$ cat src/rtl/dff_bank_arbiter_pkg.sv
// -----------------------------------------------------------------------------
// dff_arb_pkg
// Shared definitions for the dff_bank_arbiter slice: FSM state encoding and
// default sizing constants used by the interface, the picker and the top.
// No ports (package).
// -----------------------------------------------------------------------------
package dff_arb_pkg;

  typedef logic [1:0] state_t;

  localparam state_t ST_IDLE = 2'd0;
  localparam state_t ST_LOAD = 2'd1;
  localparam state_t ST_HOLD = 2'd2;

  localparam int DEF_NUM_REQ     = 4;
  localparam int DEF_WIDTH       = 4;
  localparam int DEF_HOLD_CYCLES = 2;

endpackage

$ cat src/rtl/dff_bank_arbiter_if.sv
// -----------------------------------------------------------------------------
// dff_bank_arbiter_if
// Bundles the requester-side bus of the shared-register arbiter.
//   req     : per-requester request level           (master -> slave)
//   wdata   : packed write data, lane i = [i*WIDTH +: WIDTH]
//   clr     : synchronous clear of the shared register
//   grant   : one-hot registered grant               (slave -> master)
//   ack     : one-cycle load-done pulse to the owner
//   owner   : index of the current or last owner
//   q       : shared register contents
//   q_valid : q holds loaded, non-cleared data
//   busy    : arbiter FSM is not idle
// -----------------------------------------------------------------------------
interface dff_bank_arbiter_if
  import dff_arb_pkg::*;
#(
  parameter int NUM_REQ = DEF_NUM_REQ,
  parameter int WIDTH   = DEF_WIDTH
);

  localparam int IDXW = $clog2(NUM_REQ);

  logic [NUM_REQ-1:0]       req;
  logic [NUM_REQ*WIDTH-1:0] wdata;
  logic                     clr;
  logic [NUM_REQ-1:0]       grant;
  logic [NUM_REQ-1:0]       ack;
  logic [IDXW-1:0]          owner;
  logic [WIDTH-1:0]         q;
  logic                     q_valid;
  logic                     busy;

  modport master (
    output req, wdata, clr,
    input  grant, ack, owner, q, q_valid, busy
  );

  modport slave (
    input  req, wdata, clr,
    output grant, ack, owner, q, q_valid, busy
  );

endinterface

$ cat src/rtl/dff_bank_arbiter_rr_pick.sv
// -----------------------------------------------------------------------------
// rr_pick
// Combinational round-robin search: returns the first set req bit found by
// scanning upward from rr_ptr and wrapping from NUM_REQ-1 back to 0.
//   req    : request vector
//   rr_ptr : index where the search starts (highest priority)
//   winner : index of the selected requester (0 when none)
//   found  : at least one request is set
// -----------------------------------------------------------------------------
module rr_pick
  import dff_arb_pkg::*;
#(
  parameter int NUM_REQ = DEF_NUM_REQ,
  localparam int IDXW   = $clog2(NUM_REQ)
) (
  input  logic [NUM_REQ-1:0] req,
  input  logic [IDXW-1:0]    rr_ptr,
  output logic [IDXW-1:0]    winner,
  output logic               found
);

  // Walk offsets 0..NUM_REQ-1 from rr_ptr; the first hit wins and later
  // hits are masked by found.
  always_comb begin
    int idx;
    idx    = 0;
    winner = '0;
    found  = 1'b0;
    for (int k = 0; k < NUM_REQ; k++) begin
      idx = int'(rr_ptr) + k;
      if (idx >= NUM_REQ) idx = idx - NUM_REQ;
      if (!found && req[idx[IDXW-1:0]]) begin
        winner = idx[IDXW-1:0];
        found  = 1'b1;
      end
    end
  end

endmodule

$ cat src/rtl/dff_bank_arbiter.sv
// -----------------------------------------------------------------------------
// dff_bank_arbiter
// Round-robin sequencer that is the single write path into a shared WIDTH-bit
// register. One requester is granted, its data is loaded one cycle later with
// an ack pulse, and the grant is kept for a bounded hold window.
//   clk   : clock, rising edge
//   reset : asynchronous active-low reset (0 = in reset)
//   bus   : slave side of dff_bank_arbiter_if (req/wdata/clr in,
//           grant/ack/owner/q/q_valid/busy out)
// -----------------------------------------------------------------------------
module dff_bank_arbiter
  import dff_arb_pkg::*;
#(
  parameter int NUM_REQ     = DEF_NUM_REQ,
  parameter int WIDTH       = DEF_WIDTH,
  parameter int HOLD_CYCLES = DEF_HOLD_CYCLES
) (
  input logic               clk,
  input logic               reset,
  dff_bank_arbiter_if.slave bus
);

  localparam int IDXW = $clog2(NUM_REQ);
  // hold_cnt only ever holds HOLD_CYCLES-1 down to 0.
  localparam int HCW  = (HOLD_CYCLES > 1) ? $clog2(HOLD_CYCLES) : 1;
  localparam logic [NUM_REQ-1:0] ONE = NUM_REQ'(1);

  state_t             state;
  state_t             next_state;
  logic [IDXW-1:0]    rr_ptr;
  logic [IDXW-1:0]    owner_r;
  logic [IDXW-1:0]    winner;
  logic               found;
  logic [HCW-1:0]     hold_cnt;
  logic [NUM_REQ-1:0] grant_r;
  logic [NUM_REQ-1:0] ack_r;
  logic [WIDTH-1:0]   q_r;
  logic               q_valid_r;
  logic               release_now;

  rr_pick #(.NUM_REQ(NUM_REQ)) u_pick (
    .req    (bus.req),
    .rr_ptr (rr_ptr),
    .winner (winner),
    .found  (found)
  );

  // Dropping the request ends the hold early; otherwise it ends when the
  // counter has run out.
  assign release_now = (state == ST_HOLD) &&
                       (!bus.req[owner_r] || (hold_cnt == '0));

  // State register.
  always_ff @(posedge clk or negedge reset) begin
    if (!reset) state <= ST_IDLE;
    else        state <= next_state;
  end

  // Next-state logic.
  always_comb begin
    next_state = state;
    case (state)
      ST_IDLE: if (found) next_state = ST_LOAD;
      ST_LOAD: next_state = ST_HOLD;
      ST_HOLD: if (release_now) next_state = ST_IDLE;
      default: next_state = ST_IDLE;
    endcase
  end

  // Registered outputs and datapath. clr is applied last so it overrides the
  // LOAD write at the same edge while ack still pulses.
  always_ff @(posedge clk or negedge reset) begin
    if (!reset) begin
      grant_r   <= '0;
      ack_r     <= '0;
      owner_r   <= '0;
      rr_ptr    <= '0;
      hold_cnt  <= '0;
      q_r       <= '0;
      q_valid_r <= 1'b0;
    end else begin
      ack_r <= '0;
      case (state)
        ST_IDLE: begin
          if (found) begin
            owner_r <= winner;
            grant_r <= ONE << winner;
          end else begin
            grant_r <= '0;
          end
        end
        ST_LOAD: begin
          q_r       <= bus.wdata[int'(owner_r)*WIDTH +: WIDTH];
          q_valid_r <= 1'b1;
          ack_r     <= ONE << owner_r;
          hold_cnt  <= HCW'(HOLD_CYCLES - 1);
        end
        ST_HOLD: begin
          if (release_now) begin
            grant_r <= '0;
            rr_ptr  <= (owner_r == IDXW'(NUM_REQ - 1)) ? '0 : owner_r + IDXW'(1);
          end else begin
            hold_cnt <= hold_cnt - HCW'(1);
          end
        end
        default: grant_r <= '0;
      endcase
      if (bus.clr) begin
        q_r       <= '0;
        q_valid_r <= 1'b0;
      end
    end
  end

  // Output drive; busy is decoded straight from the state register.
  always_comb begin
    bus.grant   = grant_r;
    bus.ack     = ack_r;
    bus.owner   = owner_r;
    bus.q       = q_r;
    bus.q_valid = q_valid_r;
    bus.busy    = (state != ST_IDLE);
  end

endmodule

$ cat src/flat_wrapper.sv
// flat-port wrapper written by rule: the top's interface ports become plain ports
module dff_bank_arbiter_flat import dff_arb_pkg::*;
#(
  parameter int NUM_REQ     = DEF_NUM_REQ,
  parameter int WIDTH       = DEF_WIDTH,
  parameter int HOLD_CYCLES = DEF_HOLD_CYCLES
)
  (clk, reset, bus_req, bus_wdata, bus_clr, bus_grant, bus_ack, bus_owner, bus_q, bus_q_valid, bus_busy);
  dff_bank_arbiter_if #(.NUM_REQ(NUM_REQ), .WIDTH(WIDTH)) bus_i ();
  input logic clk;
  input logic reset;
  input wire logic [$bits(bus_i.req)-1:0] bus_req;
  input wire logic [$bits(bus_i.wdata)-1:0] bus_wdata;
  input wire logic [$bits(bus_i.clr)-1:0] bus_clr;
  output wire logic [$bits(bus_i.grant)-1:0] bus_grant;
  output wire logic [$bits(bus_i.ack)-1:0] bus_ack;
  output wire logic [$bits(bus_i.owner)-1:0] bus_owner;
  output wire logic [$bits(bus_i.q)-1:0] bus_q;
  output wire logic [$bits(bus_i.q_valid)-1:0] bus_q_valid;
  output wire logic [$bits(bus_i.busy)-1:0] bus_busy;
  assign bus_i.req = bus_req;
  assign bus_i.wdata = bus_wdata;
  assign bus_i.clr = bus_clr;
  assign bus_grant = bus_i.grant;
  assign bus_ack = bus_i.ack;
  assign bus_owner = bus_i.owner;
  assign bus_q = bus_i.q;
  assign bus_q_valid = bus_i.q_valid;
  assign bus_busy = bus_i.busy;
  dff_bank_arbiter #(.NUM_REQ(NUM_REQ), .WIDTH(WIDTH), .HOLD_CYCLES(HOLD_CYCLES)) u_core (.clk(clk), .reset(reset), .bus(bus_i));
endmodule
$ cat config.mk
export PLATFORM = sky130hd
export DESIGN_NAME = dff_bank_arbiter_flat
export DESIGN_NICKNAME = d
export VERILOG_FILES = /design/src/rtl/dff_bank_arbiter_pkg.sv /design/src/rtl/dff_bank_arbiter_if.sv /design/src/rtl/dff_bank_arbiter_rr_pick.sv /design/src/rtl/dff_bank_arbiter.sv /design/src/flat_wrapper.sv
export SDC_FILE = /design/constraint.sdc
export NUM_CORES = 1
export LEC_CHECK = 0
export ABC_CLOCK_PERIOD_IN_PS = 3900
export CAP_MARGIN = 10
export CORE_UTILIZATION = 46
export DETAILED_ROUTE_END_ITERATION = 7
export PLACE_DENSITY = 0.87
export RECOVER_POWER = 25
export SYNTH_ARGS = -nofsm -noshare
export SYNTH_HDL_FRONTEND = slang
export SYNTH_SLANG_ARGS = --single-unit
$ cat constraint.sdc
create_clock -name clk -period 3.9 [get_ports clk]
set_input_delay 1.17 -clock clk [delete_from_list [all_inputs] [get_ports clk]]
set_output_delay 1.17 -clock clk [all_outputs]
set_load 0.005 [all_outputs]
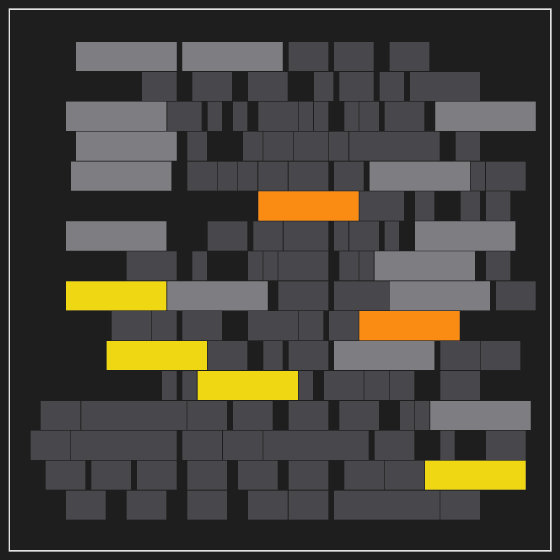
*Register map, names as in the netlist*
Yellow stands for u_core.bus.q, flops 4. Orange stands for u_core.rr_ptr, flops 2.

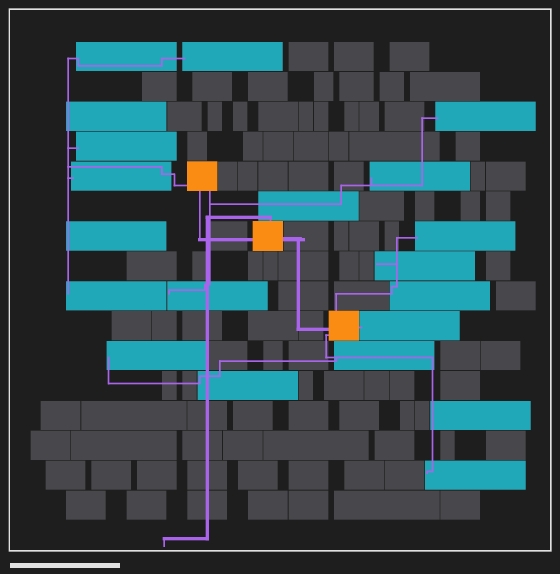
*Clock distribution*
The bar under the picture is 10 µm long.
Cyan stands for flip-flops, count 20. Purple stands for clock wires, length 231 µm. Orange stands for cells driving clock nets, count 3.
There are 4 routed clock nets.

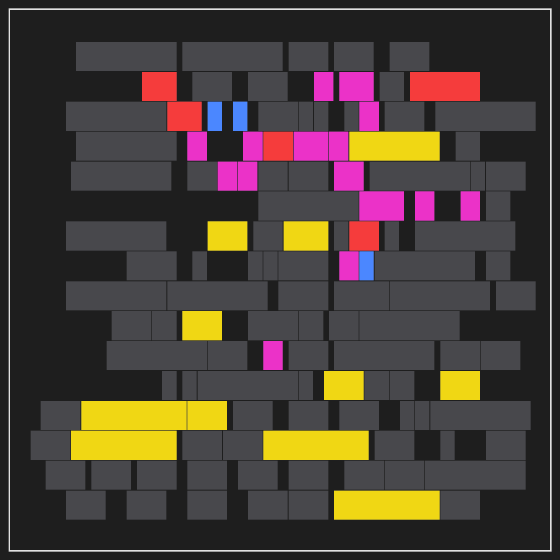
*Selected gate families*
Red stands for AND-OR and OR-AND gates, cells 5, where north. Magenta stands for inverting AOI/OAI gates, cells 15. Yellow stands for multiplexers, cells 11. Blue stands for NAND gates, cells 3.

==> results.json <==
{
  "p_switching_mw": 0.317,
  "final_cell_count_no_fill": 151,
  "startpoint": "u_core.bus.owner[0]$_DFFE_PN0P_",
  "power_leader": "combinational cells",
  "comb_cells": 56,
  "pre_cts_slack_ps": 1010,
  "finalSetupViolCount": 0,
  "wl_met1_um": 984,
  "postCtsSetupRepairBufs": 0,
  "grtUsageTotal_pct": 22.0,
  "status": "finished, final reports clean",
  "ys_cells": 84,
  "p_sw_share_pct": 34.6,
  "sh_comb_area_pct": 33.2,
  "final_util_pct": 72.0,
  "tns_ps": 0,
  "xor_share_pct": 0,
  "syn_inst": 84,
  "ant_nets": 0,
  "ys_warn_count": 0,
  "slew_headroom_pct": 42.1
}
